[src/rtl/dtcm_ctrl_pkg.sv]
// Shared constants for the DTCM controller slice: RAM geometry and response
// queue depth, plus a width helper used by the controller and its FIFO.
package dtcm_ctrl_pkg;

  localparam int DTCM_XLEN      = 32;
  localparam int DTCM_RAM_AW    = 10;
  localparam int DTCM_RAM_DW    = DTCM_XLEN;
  localparam int DTCM_RSP_DEPTH = 2;

  // Occupancy counter width: must hold the value DEPTH itself, not just DEPTH-1.
  function automatic int rsp_cnt_w(input int depth);
    return $clog2(depth) + 1;
  endfunction

endpackage

[src/rtl/dtcm_ctrl_if.sv]
// LSU <-> DTCM command/response handshake. The LSU is the master (drives
// commands, accepts responses); the controller is the slave.
interface dtcm_ctrl_if
  import dtcm_ctrl_pkg::*;
#(
  parameter int AW = DTCM_RAM_AW,
  parameter int DW = DTCM_RAM_DW
);

  logic              dtcm_cmd_valid;
  logic              dtcm_cmd_ready;
  logic              dtcm_cmd_read;
  logic [AW-1:0]     dtcm_cmd_addr;
  logic [DW-1:0]     dtcm_cmd_wdata;
  logic [DW/8-1:0]   dtcm_cmd_wmask;

  logic              dtcm_rsp_valid;
  logic              dtcm_rsp_ready;
  logic [DW-1:0]     dtcm_rsp_rdata;

  modport master (
    output dtcm_cmd_valid, dtcm_cmd_read, dtcm_cmd_addr,
           dtcm_cmd_wdata, dtcm_cmd_wmask, dtcm_rsp_ready,
    input  dtcm_cmd_ready, dtcm_rsp_valid, dtcm_rsp_rdata
  );

  modport slave (
    input  dtcm_cmd_valid, dtcm_cmd_read, dtcm_cmd_addr,
           dtcm_cmd_wdata, dtcm_cmd_wmask, dtcm_rsp_ready,
    output dtcm_cmd_ready, dtcm_rsp_valid, dtcm_rsp_rdata
  );

endinterface

[src/rtl/dtcm_rsp_fifo.sv]
// Response queue for the DTCM controller: plain synchronous FIFO with
// registered storage and no push-to-head bypass, so the head only changes
// on the clock edge after a pop or after the first push into an empty queue.
module dtcm_rsp_fifo
  import dtcm_ctrl_pkg::*;
#(
  parameter int DW    = DTCM_RAM_DW,
  parameter int DEPTH = DTCM_RSP_DEPTH,
  localparam int PW   = $clog2(DEPTH),
  localparam int CW   = rsp_cnt_w(DEPTH)
) (
  input  logic          clk,
  input  logic          rst,
  input  logic          push,
  input  logic [DW-1:0] push_data,
  input  logic          pop,
  output logic [DW-1:0] head,
  output logic [CW-1:0] count
);

  localparam logic [CW-1:0] DEPTH_C = CW'(DEPTH);

  // Pointer wrap relies on natural binary rollover.
  if (DEPTH < 2 || (1 << PW) != DEPTH) begin : g_bad_depth
    $error("dtcm_rsp_fifo: DEPTH must be a power of two and at least 2");
  end

  logic [DW-1:0] mem [DEPTH];
  logic [PW-1:0] rd_ptr;
  logic [PW-1:0] wr_ptr;

  // Pointer and occupancy bookkeeping; a simultaneous push and pop leaves
  // the count alone while both pointers advance.
  always_ff @(posedge clk) begin
    if (rst) begin
      rd_ptr <= '0;
      wr_ptr <= '0;
      count  <= '0;
    end else begin
      if (push) wr_ptr <= wr_ptr + 1'b1;
      if (pop)  rd_ptr <= rd_ptr + 1'b1;
      case ({push, pop})
        2'b10:   count <= count + 1'b1;
        2'b01:   count <= count - 1'b1;
        default: count <= count;
      endcase
    end
  end

  // Storage carries data only, so it is left out of reset.
  always_ff @(posedge clk) begin
    if (push) mem[wr_ptr] <= push_data;
  end

  assign head = mem[rd_ptr];

  // The controller's credit scheme reserves a slot for every in-flight
  // access, so a push can never land on a full queue.
  a_no_overflow: assert property (@(posedge clk) disable iff (rst)
    push |-> (count < DEPTH_C));

  // The response valid is derived from a non-zero count, so pop implies data.
  a_no_underflow: assert property (@(posedge clk) disable iff (rst)
    pop |-> (count != '0));

endmodule

[src/rtl/dtcm_ctrl.sv]
// DTCM controller: responder for the LSU cmd/rsp handshake. Accepted
// commands drive the single-port SRAM in the same cycle; the SRAM result
// returns one cycle later and is queued so the LSU can stall responses
// without losing read data. One response per command, strictly in order.
module dtcm_ctrl
  import dtcm_ctrl_pkg::*;
#(
  parameter int AW        = DTCM_RAM_AW,
  parameter int DW        = DTCM_RAM_DW,
  parameter int RSP_DEPTH = DTCM_RSP_DEPTH
) (
  input  logic            clk,
  input  logic            rst,
  dtcm_ctrl_if.slave      bus,
  output logic            ram_cs,
  output logic            ram_we,
  output logic [AW-1:0]   ram_addr,
  output logic [DW/8-1:0] ram_wem,
  output logic [DW-1:0]   ram_din,
  input  logic [DW-1:0]   ram_dout
);

  localparam int CW = rsp_cnt_w(RSP_DEPTH);
  localparam logic [CW:0] DEPTH_LIM = (CW+1)'(RSP_DEPTH);

  logic          accept_p0;
  logic          vld_p1;
  logic          is_read_p1;
  logic [DW-1:0] push_data_p1;
  logic          pop;
  logic [CW-1:0] count;
  logic [DW-1:0] head;
  logic [CW:0]   credit_used;

  // ---- p0: credit check, accept, SRAM drive ----

  // A slot is free when queued plus in-flight responses, less the one
  // leaving this cycle, is below the queue depth. Counting the pop lets a
  // full queue keep accepting at one command per cycle while rsp_ready=1.
  always_comb begin
    bus.dtcm_rsp_valid = !rst && (count != '0);
    bus.dtcm_rsp_rdata = head;
    pop                = bus.dtcm_rsp_valid && bus.dtcm_rsp_ready;
    credit_used        = {1'b0, count}
                       + {{CW{1'b0}}, vld_p1}
                       - {{CW{1'b0}}, pop};
    bus.dtcm_cmd_ready = !rst && (credit_used < DEPTH_LIM);
    accept_p0          = bus.dtcm_cmd_valid && bus.dtcm_cmd_ready;
  end

  // SRAM is driven directly from the accepted command; reads never write
  // any byte, and a write with an all-zero mask still issues a cycle.
  always_comb begin
    ram_cs   = accept_p0;
    ram_we   = accept_p0 && !bus.dtcm_cmd_read;
    ram_addr = bus.dtcm_cmd_addr;
    ram_wem  = bus.dtcm_cmd_read ? '0 : bus.dtcm_cmd_wmask;
    ram_din  = bus.dtcm_cmd_wdata;
  end

  // ---- p1: SRAM data returns, response enters the queue ----

  // In-flight marker; clearing it on reset discards the SRAM result that
  // is still on its way back.
  always_ff @(posedge clk) begin
    if (rst) vld_p1 <= 1'b0;
    else     vld_p1 <= accept_p0;
  end

  // Command kind travels with the in-flight marker to pick the payload.
  always_ff @(posedge clk) begin
    if (accept_p0) is_read_p1 <= bus.dtcm_cmd_read;
  end

  // Write responses carry zero so the LSU never sees stale SRAM output.
  always_comb begin
    push_data_p1 = is_read_p1 ? ram_dout : '0;
  end

  // ---- response: queue head presented to the LSU ----

  dtcm_rsp_fifo #(
    .DW    (DW),
    .DEPTH (RSP_DEPTH)
  ) u_rsp_fifo (
    .clk       (clk),
    .rst       (rst),
    .push      (vld_p1),
    .push_data (push_data_p1),
    .pop       (pop),
    .head      (head),
    .count     (count)
  );

  // A stalled response must hold its data until the LSU takes it.
  a_rsp_hold: assert property (@(posedge clk) disable iff (rst)
    (bus.dtcm_rsp_valid && !bus.dtcm_rsp_ready)
      |=> (bus.dtcm_rsp_valid && $stable(bus.dtcm_rsp_rdata)));

  // Outstanding work never exceeds the reserved queue space.
  a_credit_bound: assert property (@(posedge clk) disable iff (rst)
    ({1'b0, count} + {{CW{1'b0}}, vld_p1}) <= DEPTH_LIM);

endmodule

[src/flat_wrapper.sv]
// flat-port wrapper written by rule: the top's interface ports become plain ports
module dtcm_ctrl_flat import dtcm_ctrl_pkg::*;
#(
  parameter int AW        = DTCM_RAM_AW,
  parameter int DW        = DTCM_RAM_DW,
  parameter int RSP_DEPTH = DTCM_RSP_DEPTH
)
  (clk, rst, ram_cs, ram_we, ram_addr, ram_wem, ram_din, ram_dout, bus_dtcm_cmd_valid, bus_dtcm_cmd_read, bus_dtcm_cmd_addr, bus_dtcm_cmd_wdata, bus_dtcm_cmd_wmask, bus_dtcm_rsp_ready, bus_dtcm_cmd_ready, bus_dtcm_rsp_valid, bus_dtcm_rsp_rdata);
  dtcm_ctrl_if #(.AW(AW), .DW(DW)) bus_i ();
  input  logic clk;
  input  logic rst;
  output logic ram_cs;
  output logic ram_we;
  output logic [AW-1:0] ram_addr;
  output logic [DW/8-1:0] ram_wem;
  output logic [DW-1:0] ram_din;
  input  logic [DW-1:0] ram_dout;
  input wire logic [$bits(bus_i.dtcm_cmd_valid)-1:0] bus_dtcm_cmd_valid;
  input wire logic [$bits(bus_i.dtcm_cmd_read)-1:0] bus_dtcm_cmd_read;
  input wire logic [$bits(bus_i.dtcm_cmd_addr)-1:0] bus_dtcm_cmd_addr;
  input wire logic [$bits(bus_i.dtcm_cmd_wdata)-1:0] bus_dtcm_cmd_wdata;
  input wire logic [$bits(bus_i.dtcm_cmd_wmask)-1:0] bus_dtcm_cmd_wmask;
  input wire logic [$bits(bus_i.dtcm_rsp_ready)-1:0] bus_dtcm_rsp_ready;
  output wire logic [$bits(bus_i.dtcm_cmd_ready)-1:0] bus_dtcm_cmd_ready;
  output wire logic [$bits(bus_i.dtcm_rsp_valid)-1:0] bus_dtcm_rsp_valid;
  output wire logic [$bits(bus_i.dtcm_rsp_rdata)-1:0] bus_dtcm_rsp_rdata;
  assign bus_i.dtcm_cmd_valid = bus_dtcm_cmd_valid;
  assign bus_i.dtcm_cmd_read = bus_dtcm_cmd_read;
  assign bus_i.dtcm_cmd_addr = bus_dtcm_cmd_addr;
  assign bus_i.dtcm_cmd_wdata = bus_dtcm_cmd_wdata;
  assign bus_i.dtcm_cmd_wmask = bus_dtcm_cmd_wmask;
  assign bus_i.dtcm_rsp_ready = bus_dtcm_rsp_ready;
  assign bus_dtcm_cmd_ready = bus_i.dtcm_cmd_ready;
  assign bus_dtcm_rsp_valid = bus_i.dtcm_rsp_valid;
  assign bus_dtcm_rsp_rdata = bus_i.dtcm_rsp_rdata;
  dtcm_ctrl #(.AW(AW), .DW(DW), .RSP_DEPTH(RSP_DEPTH)) u_core (.clk(clk), .rst(rst), .bus(bus_i), .ram_cs(ram_cs), .ram_we(ram_we), .ram_addr(ram_addr), .ram_wem(ram_wem), .ram_din(ram_din), .ram_dout(ram_dout));
endmodule
[config.mk]
export PLATFORM = sky130hd
export DESIGN_NAME = dtcm_ctrl_flat
export DESIGN_NICKNAME = d
export VERILOG_FILES = /design/src/rtl/dtcm_ctrl_pkg.sv /design/src/rtl/dtcm_ctrl_if.sv /design/src/rtl/dtcm_rsp_fifo.sv /design/src/rtl/dtcm_ctrl.sv /design/src/flat_wrapper.sv
export SDC_FILE = /design/constraint.sdc
export NUM_CORES = 1
export LEC_CHECK = 0
export ABC_CLOCK_PERIOD_IN_PS = 6700
export CAP_MARGIN = 20
export CORE_ASPECT_RATIO = 0.5
export CORE_MARGIN = 3
export CORE_UTILIZATION = 43
export DETAILED_ROUTE_END_ITERATION = 8
export GPL_TIMING_DRIVEN = 0
export PLACE_DENSITY = 0.86
export SKIP_CTS_REPAIR_TIMING = 1
export SYNTH_ARGS = -nofsm -noshare
export SYNTH_HDL_FRONTEND = slang
export SYNTH_HIERARCHICAL = 1
export SYNTH_SLANG_ARGS = --single-unit
[constraint.sdc]
create_clock -name clk -period 6.7 [get_ports clk]
set_input_delay 0.67 -clock clk [delete_from_list [all_inputs] [get_ports clk]]
set_output_delay 0.67 -clock clk [all_outputs]
set_load 0.01 [all_outputs]
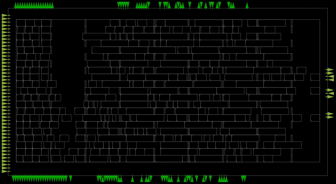
Fig. 1. Placed standard cells.
core area: 6963 um^2
Final Util: 70.31%

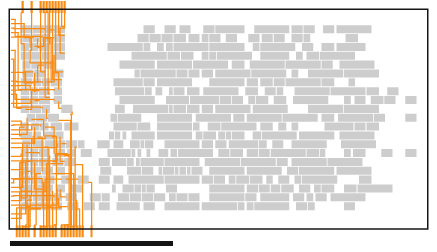
Fig. 2. Port wiring.
Bar = 50 um.
Key: orange = ram_din [bits 32, direction output, end cells 0, buffers 64, wire 1,250 um]
Buffers on Ports: 122
I/O pins: 165

==> results.ini <==
[global_routing]
antenna_found_initial=0

[setup_path]
critical_path_class=in -> out
max_stage_delay_ns=0.63
crit_buf_inv=2
critPathLaunchType=input pin

[placed_design]
dp.cells=430
detailed_place_hpwl_um=5824
dp_slack_ns=2.120
postPlaceCellArea_um2=4558

[power]
p_clk_mw=0.535
p_seq_share_pct=38.5
switching_share_pct=24.30
combPwrFrac_pct=26.8
power_frac_clock_pct=34.7
p_leak_nw=1.815

[layout]
lay_top_cells=clkdlybuf4s50_1, edfxtp_1, buf_4, and2_1, mux2_2
fill_cells=414
final_common_cell=clkdlybuf4s50_1
largest_reg_flops=64
postLayoutCellArea_um2=4896
top_register=u_core/u_rsp_fifo/mem

[synthesis]
yosys_area_um2=3213
syn_area_um2=3213
postSynthSeqShare_pct=64.49
yosysWarningCount=6
top_logic_kind=buffers and inverters

[final_timing]
worst_slack_ns=2.160
relSlewSlack_pct=37.40
period_minus_slack_ns=4.540
maxSlewViolCount=0

[floorplanning]
dieWidth_um=128.2
initial_utilization_pct=46.15

[run]
drv_cap=0

[routing]
met2WireLength_um=4520
wl_met1_um=2628
drt_iter0_markers=123
route.detailed.drc=0

[run_status]
outcome=completed

[hold_path]
min_to=u_core/u_rsp_fifo/rd_ptr
worst_hold_path_type=reg -> reg

[clock_tree]
path_clk_slew_ns=0.05

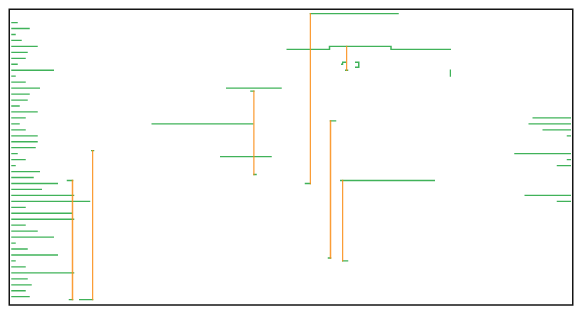
Fig. 3. Signal wires by layer.
Only two layers are drawn.
Key: green = M3 [wire length 436 um]; orange = M4 [wire length 174 um]
total wire length: 7758 um
post-DR wirelength/cell: 17.39 um
via count: 2,101

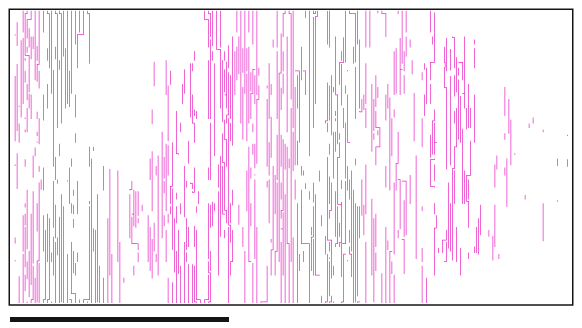
Fig. 4. Met2 routing.
Bar = 50 um.
The layer carries 4,520 um of wire. The wires run mostly vertical. 401 nets have wire on it. The longest straight run is 43.0 um.
GRT met2 Usage: 36.85%

